===== src/rtl/filter_edge_ctrl_pkg.sv =====
// Shared definitions for the edge-detector control block: register map,
// CTRL bit positions and auto-threshold FSM states.
package filter_edge_ctrl_pkg;

   localparam logic [2:0] ADDR_CTRL      = 3'd0;
   localparam logic [2:0] ADDR_THR_H     = 3'd1;
   localparam logic [2:0] ADDR_THR_L     = 3'd2;
   localparam logic [2:0] ADDR_AUTO_OFS  = 3'd3;
   localparam logic [2:0] ADDR_MEAN      = 3'd4;
   localparam logic [2:0] ADDR_FRAME_CNT = 3'd5;

   localparam int CTRL_BYPASS  = 0;
   localparam int CTRL_GATE    = 1;
   localparam int CTRL_AUTO_EN = 2;
   localparam int CTRL_APPLY   = 3;
   localparam int CTRL_OVR     = 4;

   typedef enum logic [1:0] {
      ST_ACC = 2'd0,
      ST_DIV = 2'd1,
      ST_UPD = 2'd2
   } fsm_state_e;

endpackage


===== src/rtl/seq_div_restoring.sv =====
// Restoring divider, one quotient bit per cycle; quot valid on the done pulse,
// N_WIDTH cycles after start. start restarts even while busy; abort drops the job.
module seq_div_restoring #(
   parameter int N_WIDTH = 30,
   parameter int D_WIDTH = 22
) (
   input  logic               clk,
   input  logic               rst,
   input  logic               start,
   input  logic               abort,
   input  logic [N_WIDTH-1:0] num,
   input  logic [D_WIDTH-1:0] den,
   output logic               busy,
   output logic               done,
   output logic [N_WIDTH-1:0] quot
);

   localparam int CW = $clog2(N_WIDTH + 1);

   logic [N_WIDTH-1:0] num_q;
   logic [N_WIDTH-1:0] quot_q;
   logic [D_WIDTH-1:0] den_q;
   logic [D_WIDTH-1:0] rem_q;
   logic [CW-1:0]      cnt_q;
   logic               busy_q;
   logic               done_q;

   logic [D_WIDTH:0]   rem_sh;
   logic [D_WIDTH-1:0] diff;
   logic               q_bit;

   // The remainder is always below den, so the subtraction fits in D_WIDTH bits.
   always_comb begin
      rem_sh = {rem_q, num_q[N_WIDTH-1]};
      q_bit  = (rem_sh >= {1'b0, den_q});
      diff   = rem_sh[D_WIDTH-1:0] - den_q;
   end

   always_ff @(posedge clk) begin
      if (rst) begin
         num_q  <= '0;
         quot_q <= '0;
         den_q  <= '0;
         rem_q  <= '0;
         cnt_q  <= '0;
         busy_q <= 1'b0;
         done_q <= 1'b0;
      end else begin
         done_q <= 1'b0;
         if (start) begin
            num_q  <= num;
            den_q  <= den;
            rem_q  <= '0;
            quot_q <= '0;
            cnt_q  <= CW'(N_WIDTH);
            busy_q <= 1'b1;
         end else if (abort) begin
            busy_q <= 1'b0;
         end else if (busy_q) begin
            num_q  <= {num_q[N_WIDTH-2:0], 1'b0};
            rem_q  <= q_bit ? diff : rem_sh[D_WIDTH-1:0];
            quot_q <= {quot_q[N_WIDTH-2:0], q_bit};
            cnt_q  <= cnt_q - CW'(1);
            if (cnt_q == CW'(1)) begin
               busy_q <= 1'b0;
               done_q <= 1'b1;
            end
         end
      end
   end

   assign busy = busy_q;
   assign done = done_q;
   assign quot = quot_q;

endmodule


===== src/rtl/filter_edge_det_ctrl.sv =====
// Register bank and frame-synchronous settings for the Sobel detector, with optional auto-threshold.
// Register access acks one cycle after the strobe; settings land one cycle after the vsync rising edge.
module filter_edge_det_ctrl #(
   parameter int DATA_WIDTH    = 8,
   parameter int PIX_CNT_WIDTH = 22,
   parameter int SUM_WIDTH     = 30
) (
   input  logic                  clk,
   input  logic                  rst,
   input  logic                  reg_wr,
   input  logic                  reg_rd,
   input  logic [2:0]            reg_addr,
   input  logic [15:0]           reg_wdata,
   output logic [15:0]           reg_rdata,
   output logic                  reg_ack,
   input  logic [DATA_WIDTH-1:0] mon_do,
   input  logic                  mon_de,
   input  logic                  mon_vs,
   output logic                  bypass,
   output logic                  gate,
   output logic [15:0]           threshold_h,
   output logic [15:0]           threshold_l,
   output logic                  irq
);
   import filter_edge_ctrl_pkg::*;

   localparam int MAG_MAX = (1 << DATA_WIDTH) - 1;

   // Host-visible state
   logic                  bypass_sh_q, gate_sh_q, auto_en_q, apply_pend_q, ovr_q;
   logic [15:0]           thr_h_sh_q, thr_l_sh_q, auto_ofs_q, frame_cnt_q;
   logic [DATA_WIDTH-1:0] mean_q;
   logic [15:0]           reg_rdata_q, rd_mux;
   logic                  reg_ack_q;

   // Active detector settings
   logic                  bypass_q, gate_q, irq_q;
   logic [15:0]           thr_h_q, thr_l_q;

   // Frame statistics and FSM
   logic                  vs_d_q, vs_edge, wr_ctrl;
   logic [SUM_WIDTH-1:0]     sum_q, sum_d;
   logic [PIX_CNT_WIDTH-1:0] cnt_q, cnt_d;
   logic                  sat_hit;
   fsm_state_e            state_q, state_d;
   logic [DATA_WIDTH-1:0] res_q, res_d;
   logic                  div_start, div_abort, div_busy, div_done, fsm_ovr;
   logic [SUM_WIDTH-1:0]  div_quot;
   logic [16:0]           thr_sum;
   logic [15:0]           thr_h_auto;

   assign vs_edge = mon_vs & ~vs_d_q;
   assign wr_ctrl = reg_wr && (reg_addr == ADDR_CTRL);

   always_comb begin
      rd_mux = '0;
      case (reg_addr)
         ADDR_CTRL:      rd_mux = {11'd0, ovr_q, apply_pend_q, auto_en_q, gate_sh_q, bypass_sh_q};
         ADDR_THR_H:     rd_mux = thr_h_sh_q;
         ADDR_THR_L:     rd_mux = thr_l_sh_q;
         ADDR_AUTO_OFS:  rd_mux = auto_ofs_q;
         ADDR_MEAN:      rd_mux = 16'(mean_q);
         ADDR_FRAME_CNT: rd_mux = frame_cnt_q;
         default:        rd_mux = '0;
      endcase
   end

   // Accumulation stops once the pixel count saturates so the sum cannot wrap.
   always_comb begin
      sum_d   = sum_q;
      cnt_d   = cnt_q;
      sat_hit = 1'b0;
      if (vs_edge) begin
         sum_d = '0;
         cnt_d = '0;
      end else if (mon_de) begin
         if (cnt_q == {PIX_CNT_WIDTH{1'b1}}) begin
            sat_hit = 1'b1;
         end else begin
            sum_d = sum_q + SUM_WIDTH'(mon_do);
            cnt_d = cnt_q + PIX_CNT_WIDTH'(1);
         end
      end
   end

   always_comb begin
      state_d   = state_q;
      res_d     = res_q;
      div_start = 1'b0;
      div_abort = 1'b0;
      fsm_ovr   = 1'b0;
      case (state_q)
         ST_DIV: begin
            if (vs_edge) begin
               div_abort = div_busy;
               fsm_ovr   = 1'b1;
               state_d   = ST_ACC;
            end else if (div_done) begin
               res_d   = (div_quot > SUM_WIDTH'(MAG_MAX)) ? DATA_WIDTH'(MAG_MAX)
                                                          : div_quot[DATA_WIDTH-1:0];
               state_d = ST_UPD;
            end
         end
         ST_UPD:  state_d = ST_ACC;
         default: state_d = ST_ACC;
      endcase
      // A new frame boundary always launches its own measurement, even mid-divide.
      if (vs_edge && auto_en_q) begin
         if (cnt_q == '0) begin
            res_d   = '0;
            state_d = ST_UPD;
         end else begin
            div_start = 1'b1;
            state_d   = ST_DIV;
         end
      end
   end

   always_comb begin
      thr_sum    = 17'(res_q) + 17'(auto_ofs_q);
      thr_h_auto = (thr_sum > 17'(MAG_MAX)) ? 16'(MAG_MAX) : thr_sum[15:0];
   end

   seq_div_restoring #(
      .N_WIDTH(SUM_WIDTH),
      .D_WIDTH(PIX_CNT_WIDTH)
   ) u_div (
      .clk  (clk),
      .rst  (rst),
      .start(div_start),
      .abort(div_abort),
      .num  (sum_q),
      .den  (cnt_q),
      .busy (div_busy),
      .done (div_done),
      .quot (div_quot)
   );

   always_ff @(posedge clk) begin
      if (rst) begin
         bypass_sh_q  <= 1'b0;
         gate_sh_q    <= 1'b0;
         auto_en_q    <= 1'b0;
         apply_pend_q <= 1'b0;
         ovr_q        <= 1'b0;
         thr_h_sh_q   <= '0;
         thr_l_sh_q   <= '0;
         auto_ofs_q   <= '0;
         frame_cnt_q  <= '0;
         reg_ack_q    <= 1'b0;
         reg_rdata_q  <= '0;
         vs_d_q       <= 1'b0;
      end else begin
         vs_d_q      <= mon_vs;
         reg_ack_q   <= reg_wr | reg_rd;
         reg_rdata_q <= (reg_rd && !reg_wr) ? rd_mux : '0;
         if (vs_edge) frame_cnt_q <= frame_cnt_q + 16'd1;
         if (reg_wr) begin
            case (reg_addr)
               ADDR_CTRL: begin
                  bypass_sh_q <= reg_wdata[CTRL_BYPASS];
                  gate_sh_q   <= reg_wdata[CTRL_GATE];
                  auto_en_q   <= reg_wdata[CTRL_AUTO_EN];
               end
               ADDR_THR_H:    thr_h_sh_q <= reg_wdata;
               ADDR_THR_L:    thr_l_sh_q <= reg_wdata;
               ADDR_AUTO_OFS: auto_ofs_q <= reg_wdata;
               default: ;
            endcase
         end
         if (wr_ctrl && reg_wdata[CTRL_APPLY]) apply_pend_q <= 1'b1;
         else if (vs_edge)                     apply_pend_q <= 1'b0;
         if (fsm_ovr || sat_hit)               ovr_q <= 1'b1;
         else if (wr_ctrl && reg_wdata[CTRL_OVR]) ovr_q <= 1'b0;
      end
   end

   always_ff @(posedge clk) begin
      if (rst) begin
         state_q <= ST_ACC;
         res_q   <= '0;
         sum_q   <= '0;
         cnt_q   <= '0;
      end else begin
         state_q <= state_d;
         res_q   <= res_d;
         sum_q   <= sum_d;
         cnt_q   <= cnt_d;
      end
   end

   // Shadow values are sampled before this cycle's write lands, so a write on the edge waits a frame.
   always_ff @(posedge clk) begin
      if (rst) begin
         bypass_q <= 1'b0;
         gate_q   <= 1'b0;
         thr_h_q  <= '0;
         thr_l_q  <= '0;
         mean_q   <= '0;
         irq_q    <= 1'b0;
      end else begin
         irq_q <= 1'b0;
         if (vs_edge && apply_pend_q) begin
            bypass_q <= bypass_sh_q;
            gate_q   <= gate_sh_q;
            irq_q    <= 1'b1;
            if (!auto_en_q) begin
               thr_h_q <= thr_h_sh_q;
               thr_l_q <= thr_l_sh_q;
            end
         end
         if (state_q == ST_UPD) begin
            mean_q  <= res_q;
            thr_l_q <= 16'(res_q);
            thr_h_q <= thr_h_auto;
         end
      end
   end

   assign reg_rdata   = reg_rdata_q;
   assign reg_ack     = reg_ack_q;
   assign bypass      = bypass_q;
   assign gate        = gate_q;
   assign threshold_h = thr_h_q;
   assign threshold_l = thr_l_q;
   assign irq         = irq_q;

endmodule


===== config.mk =====
export PLATFORM = sky130hd
export DESIGN_NAME = filter_edge_det_ctrl
export DESIGN_NICKNAME = d
export VERILOG_FILES = /design/src/rtl/filter_edge_ctrl_pkg.sv /design/src/rtl/seq_div_restoring.sv /design/src/rtl/filter_edge_det_ctrl.sv
export SDC_FILE = /design/constraint.sdc
export NUM_CORES = 1
export LEC_CHECK = 0
export CAP_MARGIN = 20
export CORE_UTILIZATION = 35
export DETAILED_ROUTE_END_ITERATION = 8
export GPL_ROUTABILITY_DRIVEN = 0
export GPL_TIMING_DRIVEN = 0
export PLACE_DENSITY_LB_ADDON = 0.1
export SYNTH_ARGS = -nofsm -noshare
export SYNTH_HDL_FRONTEND = slang
export SYNTH_SLANG_ARGS = --single-unit

===== constraint.sdc =====
create_clock -name clk -period 2.4 [get_ports clk]
set_input_delay 0.36 -clock clk [delete_from_list [all_inputs] [get_ports clk]]
set_output_delay 0.36 -clock clk [all_outputs]
set_load 0.01 [all_outputs]

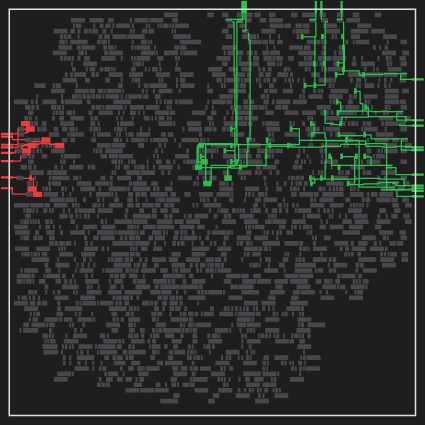
*Wires at chosen ports, followed through buffers, run 1*
Scale: 2 px per um.
Key: red = mon_do [bits 8, direction input, edge west, end cells 9, buffers 8, wire 116 um]; green = reg_wdata [bits 16, direction input, edge 10 east, 6 north, end cells 53, buffers 16, wire 1310 um]
number of input and output port buffers inserted: 82
IO Count: 85

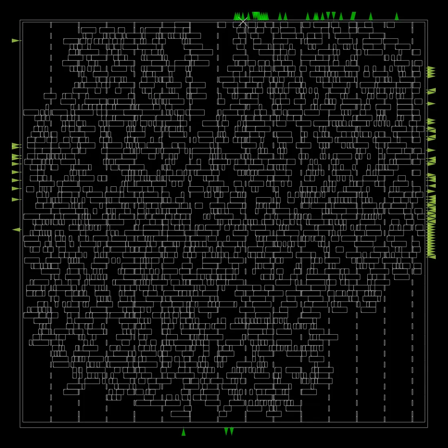
*Cell outlines without signal wires, run 1*
Placeable Area: 0.0396 mm^2
flip-flop and latch count: 303

==> results.txt, run 1 <==
Main metrics from the flow reports.

The path class of the tightest hold or removal check is in2reg. The synthesis stats list as the most numerous cell sky130_fd_sc_hd__nand2_1. The y dimension of the die came out at 202 um. The detailed router placed 12700 vias in this run. In this run the biggest area consumer among cell types represents 43.2% of the synthesized area. The cell resize tally after clock tree synthesis is 93. The aggregate negative setup slack came out at -1.93 ns. The pre-CTS setup slack is -1.02 ns. Per the run summary, max-cap violations total 0. The final-report setup violation count is 18.

The post-synth count of flops with an enable pin is 0. The total number of H-tree levels came out at 2. The core utilization before placement is 35.4%. The share of the Yosys chip area taken by registers is 43.2%.

The post-synthesis instance area came out at 0.0140 mm^2. The critical path maximum fanout is 5. The largest total area in the synthesized netlist belongs to sky130_fd_sc_hd__dfxtp_1.

The final max-slew violation count came out at 0. The cell type group with the largest total delay on the critical path is AND-OR/OR-AND gates. Setup repair after global routing could not meet its margin everywhere. The pin count of the biggest net entering global routing is 13. The number of placed cells counting well taps came out at 2354. The number of cells on the worst hold path is 3. The maximum achievable frequency is 388 MHz. The startpoint identified for the worst register-to-register timing path is u_div.den_q[1].

The worst hold path terminates at reg_ack. The number of iterations in the first detailed-routing pass is 7. The most instantiated flip-flop cell in the synthesis netlist is sky130_fd_sc_hd__dfxtp_1.

The DRC violations left is 2. The number of buffers created by CTS came out at 37. The post-placement cell area is 0.0156 mm^2.

The power per cell area came out at 655 mW/mm^2. The cell sequence reported for the critical path is inv_1 -> ha_4 -> nor2b_4 -> o21bai_4 -> a2111o_1 -> a311oi_2 -> or2_1 -> buf_6 -> buf_8 -> mux2i_1 -> a21oi_1. The flip-flop and latch count after synthesis is 303. The chip area estimate from yosys synthesis came out at 0.0140 mm^2. Detailed placement finished with a half-perimeter wire length of 31700 um. The warning count from the yosys run came out at 0. For this run, the total global-route usage over all layers was measured as 21.3%.

The clock period minus worst slack came out at 2.58 ns. The final hold violation count is 0. The relative max-transition margin came out at 52.9%. In the post-synthesis netlist, the biggest area contributors are sky130_fd_sc_hd__dfxtp_1 (43%), sky130_fd_sc_hd__nand2_1 (10%), sky130_fd_sc_hd__a21oi_1 (7.1%), sky130_fd_sc_hd__nor2_1 (4.1%), sky130_fd_sc_hd__ha_1 (3.8%). The flow ran to the end, but the final reports show violations. The synthesis-to-layout area growth came out at 26.9%. In this run the static leakage power is 6.41 nW.

The post-layout period usage of the worst path came out at 108%. The root buffer cell chosen for the clock tree is sky130_fd_sc_hd__clkbuf_16. The final cell count without fillers came out at 2447. The final-stage net count is 1973. The worst hold path begins at reg_wr.

The floorplan die area is 0.0409 mm^2. The largest clock skew in the final design came out at 0.0219 ns. The quantity of hold-fixing buffers added after cts is 0. The required time of the worst setup path came out at 2.82 ns. The synthesis report gives the async set-or-reset register share as 0%.

The via count of the first global-routing pass came out at 12400. The pin slew with the least headroom to its limit is 0.706 ns. The total power consumption of the routed design is 0.0117 W.

The endpoint of the most critical register-to-register path is u_div.rem_q[12]. In this run, the number of DRC markers left after iteration 0 of detailed routing was 636. The number of nets in the synthesized netlist is 1825. The critical path in the final layout is reported with a setup slack of -0.180 ns. The insertion delay at the late pin of the worst-skew pair is 0.55 ns. The endpoint arrival time on the critical path came out at 3.00 ns. The cell total in the yosys stat output came out at 1746. The startpoint kind of the worst setup timing path is a flop. The setup fix buffers added after clock tree synthesis is 19. STA shows the worst reg2reg path with a cell count of 11. The critical path is of the reg2reg type. The final reports fail on design-rule violations, negative setup slack. The floorplan die width is 202 um. The cell row count came out at 73. The total congestion overflow is 0. The number of antenna repair diodes came out at 0. The setup check on the worst reg-to-reg path leaves a slack of -0.18 ns. Wires add up to 43700 um. TritonCTS built the clock tree. The remaining number of nets flagged by the antenna check after routing is 0.

The global-route wire length before repair is 68900 um. The peak ir drop on the vdd network came out at 0.382 mV. The core occupancy in the finished layout came out at 45.0%. The distinct cell type count after synthesis came out at 70. In this run the mean area of a mapped cell was 8.05 um^2.
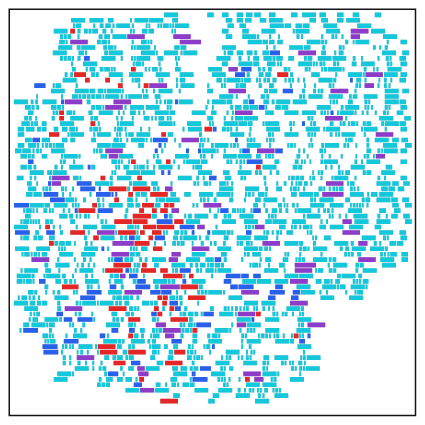
*Cells by drive strength, run 1*
Scale: 2 px per um.
Key: cyan = x1 and smaller [cells 1671, share 87%]; purple = x6 and larger [cells 66, share 3.4%]; red = x3 and x4 [cells 80, share 4.2%]; blue = x2 [cells 105, share 5.5%]
design area: 0.0178 mm^2
crit path setup slack, layout: -0.180 ns

## run 1: cells in the final DEF (no fill, tap or decap), types with 12 or more instances in the layout
cell type and count:
sky130_fd_sc_hd__nor2_1 151, sky130_fd_sc_hd__nor2b_1 12, sky130_fd_sc_hd__inv_1 42, sky130_fd_sc_hd__clkbuf_2 15, sky130_fd_sc_hd__xor2_1 39, sky130_fd_sc_hd__mux2i_1 33
sky130_fd_sc_hd__nand2b_1 14, sky130_fd_sc_hd__buf_4 30, sky130_fd_sc_hd__dfxtp_1 279, sky130_fd_sc_hd__ha_1 23, sky130_fd_sc_hd__and3_1 17, sky130_fd_sc_hd__nor4_1 12
sky130_fd_sc_hd__a21o_1 12, sky130_fd_sc_hd__or3_1 12, sky130_fd_sc_hd__clkbuf_8 14, sky130_fd_sc_hd__nand2_1 384, sky130_fd_sc_hd__o21ai_0 43, sky130_fd_sc_hd__nor3_1 17
sky130_fd_sc_hd__ha_4 17, sky130_fd_sc_hd__clkdlybuf4s50_1 82, sky130_fd_sc_hd__a311oi_1 37, sky130_fd_sc_hd__nand3_1 31, sky130_fd_sc_hd__dfxtp_2 23, sky130_fd_sc_hd__nand4_1 29
sky130_fd_sc_hd__clkbuf_16 39, sky130_fd_sc_hd__xnor2_1 30, sky130_fd_sc_hd__clkbuf_1 67, sky130_fd_sc_hd__a22oi_1 22, sky130_fd_sc_hd__a21oi_1 191
## run 1: layer usage
metal | wire (um) | up-vias | track usage [%]
met5 | 0 | - | 0
met4 | 1560 | 0 | 8.54
met3 | 1970 | 82 | 3.58
met2 | 20700 | 258 | 35.8
met1 | 19500 | 5942 | 27.0
li1 | - | 6396 | -
## run 1: kinds of logic after synthesis
| family | count (synthesis) | synth area share (%) |
|---|---|---|
| AND-OR/OR-AND | 401 | 17.9 |
| XOR/XNOR | 69 | 4.30 |
| adder cells (fa/ha/maj) | 46 | 4.26 |
| buffers and inverters | 152 | 4.34 |
| flip-flops | 303 | 43.2 |
| multiplexers | 38 | 2.82 |
| AND/OR/NAND/NOR | 737 | 23.2 |
## run 1: where the power goes
part	total [W]	switching [W]	internal, W
registers	0.00511	0.0000425	0.00507
clock network	0.00599	0.00223	0.00376
logic	0.000586	0.000366	0.000220
## run 1: worst max path at each step
| stage | to | slack (ns) | depth (start not counted) | start |
|---|---|---|---|---|
| after CTS | u_div.rem_q[12] | -0.16 | 11 | u_div.den_q[4] |
| after global routing | u_div.rem_q[12] | -0.24 | 11 | u_div.den_q[6] |
| after detailed placement | threshold_l[6] | -1.02 | 7 | mon_vs |
| after global placement | threshold_l[6] | -1.06 | 7 | mon_vs |
| after floorplan | u_div.rem_q[17] | 0.02 | 12 | u_div.den_q[20] |
| final | u_div.rem_q[12] | -0.18 | 11 | u_div.den_q[1] |
## run 1: worst reg2reg max path, delay by kind of cell, from the launching register on
family,cells,cell delay [ns]
flops,1,0.35
fa+ha+maj,1,0.26
mux,1,0.24
compound gates,4,0.88
simple gates,2,0.36
buf+inv,3,0.37
## run 1: cell type report
class,instances,area [um^2]
tap,525,657
buffer,101,507
clock inverter,13,178
multi-input combinational,1292,7980
timing repair buffer,114,1100
inverter,45,169
clock buffer,54,1150
fill,4012,21800
sequential,303,6100
## Run 2: what changed since run 1
--- a/config.mk
+++ b/config.mk
@@ -5,7 +5,7 @@
 export SDC_FILE = /design/constraint.sdc
 export NUM_CORES = 1
 export LEC_CHECK = 0
-export CAP_MARGIN = 20
+export CAP_MARGIN = 15
 export CORE_UTILIZATION = 35
 export DETAILED_ROUTE_END_ITERATION = 8
 export GPL_ROUTABILITY_DRIVEN = 0
==> constraint.sdc (replaced) <==
create_clock -name clk -period 2.33 [get_ports clk]
set_input_delay 0.3495 -clock clk [delete_from_list [all_inputs] [get_ports clk]]
set_output_delay 0.3495 -clock clk [all_outputs]
set_load 0.01 [all_outputs]
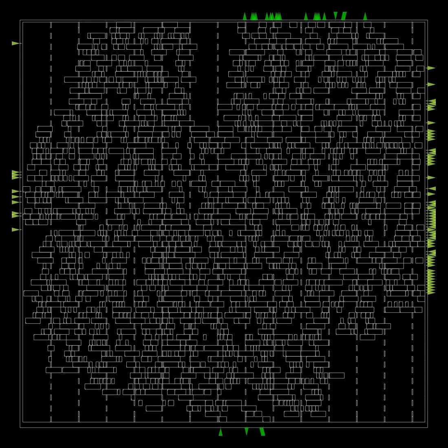
*Cell outlines without signal wires, run 2*
Core Util, Final: 44.5%
Finished Layout Cells: 2441

==> run 2 against run 1 <==
Compared with the run above:
- the run ends with negative setup slack left
- global-route usage grew 0.32 points
- fmax down 0.37%
- non-clock buffer count down 1
- clock skew is 0.0021 ns higher
- combinational power rose by 4.6%
- cell count fell by 0.25%
- largest cell class unchanged
- clock power down 5.5%
- flip-flop count stayed put
- largest power group unchanged
- first-iteration DRC count rose by 0.31%
==> results.txt, run 2 <==
Main metrics from the flow reports.

The total of buffers placed on input and output ports is 82. Looking at the VDD voltage map, the peak drop is 0.507 mV. The aggregate negative setup slack is -4.21 ns. Yosys mapped the design onto 70 distinct sky130hd cell types.

The launching instance or port of the critical path is u_div.den_q[4]. The run finished, with violations left. The y dimension of the die is 202 um. For the completed layout, the total cell area is recorded as 0.0176 mm^2. The DRC violation total left in the routed layout is recorded as 0.

In the layout the commonest cells are sky130_fd_sc_hd__nand2_1 (384), sky130_fd_sc_hd__dfxtp_1 (280), sky130_fd_sc_hd__a21oi_1 (192), sky130_fd_sc_hd__nor2_1 (151), sky130_fd_sc_hd__clkdlybuf4s50_1 (82). The floorplan die area came out at 0.0409 mm^2. The net count of the mapped netlist is 1825. The count of max-cap constraint violations is 0. A synthesized cell averages 8.05 um^2. The vias after detailed routing came out at 12900. The total congestion overflow is 0. The post-placement cell area is 0.0156 mm^2.

The chip area estimate from yosys synthesis came out at 0.0140 mm^2. The largest clock skew in the final design came out at 0.0241 ns. TritonCTS built the clock tree. The beginning of the worst hold path is reg_wr. After synthesis the cells add up to 0.0140 mm^2. Per the final report, max-transition violations number 0.

The horizontal die dimension reported for this design is 202 um. Looking at the reg2reg group, the worst path starts from u_div.den_q[4]. The via count of the first global-routing pass is 12200. The largest fanout on the critical path is 5. The share of the Yosys chip area taken by registers is 43.2%. The global-route wire length before repair is 69200 um. The checks that failed: negative setup slack. The flow reported a cell area power density of 655 mW/mm^2.

The most used flip-flop cell after synthesis is sky130_fd_sc_hd__dfxtp_1. Static timing analysis puts the maximum clock frequency at 386 MHz. For this run, the final setup violation count is recorded as 22.

The leading cell type by number of instances after synthesis is sky130_fd_sc_hd__nand2_1. The pin slew with the least headroom to its limit is 0.736 ns. The net count of the finished layout is 1971. The required time of the worst setup path came out at 2.73 ns.

The flip-flop and latch count after synthesis is 303. The report lists the number of standard-cell rows as 73. The dominant logic cell type in the layout is sky130_fd_sc_hd__nand2_1. After layout, the worst setup slack is -0.260 ns. The number of antenna repair diodes came out at 0. The type of the most critical hold path is in2reg. The core box area came out at 0.0396 mm^2.

CTS built an H-tree with a depth of 2. The depth of the worst register-to-register path is 11. The remaining number of nets flagged by the antenna check after routing is 0.
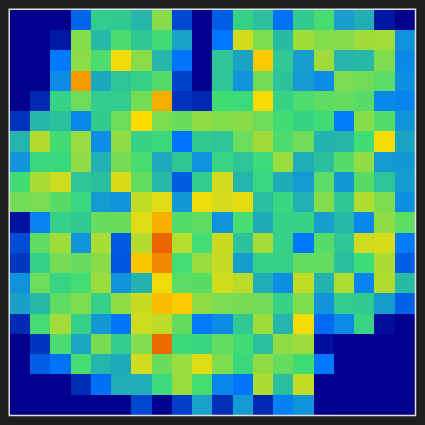
*Placement density heat map, run 2*
Scale: 2 px per um. The die is cut into 20 by 20 equal tiles; dark blue is low, red is high, 0 to 100% covered.
12% of the tiles are nearly empty. The fullest tile reaches 88%. 2.5% of the tiles are over 75% full. The mean over all tiles is 41%. The densest ninth of the die: center. The emptiest ninth of the die: south-east.
effective utilization at floorplan: 35.4%

run 2: worst paths after layout:
check | endpoint | slack (ns)
hold reg to reg | threshold_l[13] | 0.45
setup / recovery | u_div.rem_q[15] | -0.26
hold / removal | reg_ack | 0.24
setup reg to reg | u_div.rem_q[15] | -0.26
run 2: critical path, stage by stage, from the launching register on:
cell	delay, ns
sky130_fd_sc_hd__dfxtp_2	0.33
sky130_fd_sc_hd__inv_2	0.04
sky130_fd_sc_hd__ha_4	0.30
sky130_fd_sc_hd__a21o_1	0.20
sky130_fd_sc_hd__a31oi_4	0.06
sky130_fd_sc_hd__a2111o_1	0.48
sky130_fd_sc_hd__a311oi_2	0.25
sky130_fd_sc_hd__or2_1	0.19
sky130_fd_sc_hd__buf_6	0.16
sky130_fd_sc_hd__buf_12	0.14
sky130_fd_sc_hd__mux2i_4	0.21
sky130_fd_sc_hd__a211oi_1	0.08
run 2: layout make-up:
cell class | count | area, um^2 | area share, %
clock inverter | 12 | 148 | 0.838
timing repair buffer | 115 | 1120 | 6.37
multi-input combinational | 1292 | 7890 | 44.8
sequential | 303 | 6100 | 34.6
buffer | 99 | 524 | 2.97
tap | 525 | 657 | 3.73
clock buffer | 50 | 1010 | 5.76
inverter | 45 | 169 | 0.958
run 2: through the flow:
| stage | setup slack [ns] | util [%] |
|---|---|---|
| after CTS | -0.276 | 43.6 |
| after floorplan | -0.00504 | - |
| final | -0.260 | 44.5 |
| after global placement | -1.11 | 39.3 |
| after detailed placement | -1.13 | 39.3 |
| after global routing | -0.366 | 44.5 |
run 2: logic make-up after synthesis:
group	count (synthesis)	share of synthesized area, %
AND-OR/OR-AND	401	17.9
AND/OR/NAND/NOR	737	23.2
adder cells (fa/ha/maj)	46	4.26
XOR/XNOR	69	4.30
flip-flops	303	43.2
buffers and inverters	152	4.34
multiplexers	38	2.82
run 2: power by group:
group	switching, W	total (W)	internal [W]
logic	0.000385	0.000613	0.000229
clock network	0.00229	0.00566	0.00338
registers	0.0000450	0.00527	0.00522
run 2: layer usage:
layer  routed length [um]  GRT usage, %  part of all wire, %
met1                19900          27.5                   44
met3                 2210          3.61                  4.9
met4                 1660          8.08                  3.7
met5                    0             0                    0
met2                21200          36.6                   47
run 2: timing repair:
item                                    CTS  global route
endpoints found under the hold margin     0             0
gates resized                            98            76
cloned                                    2             1
pin swaps                                37            28
setup buffers                            22             9
endpoints found under the setup margin  214           123
Power and IR drop assume default switching activity.
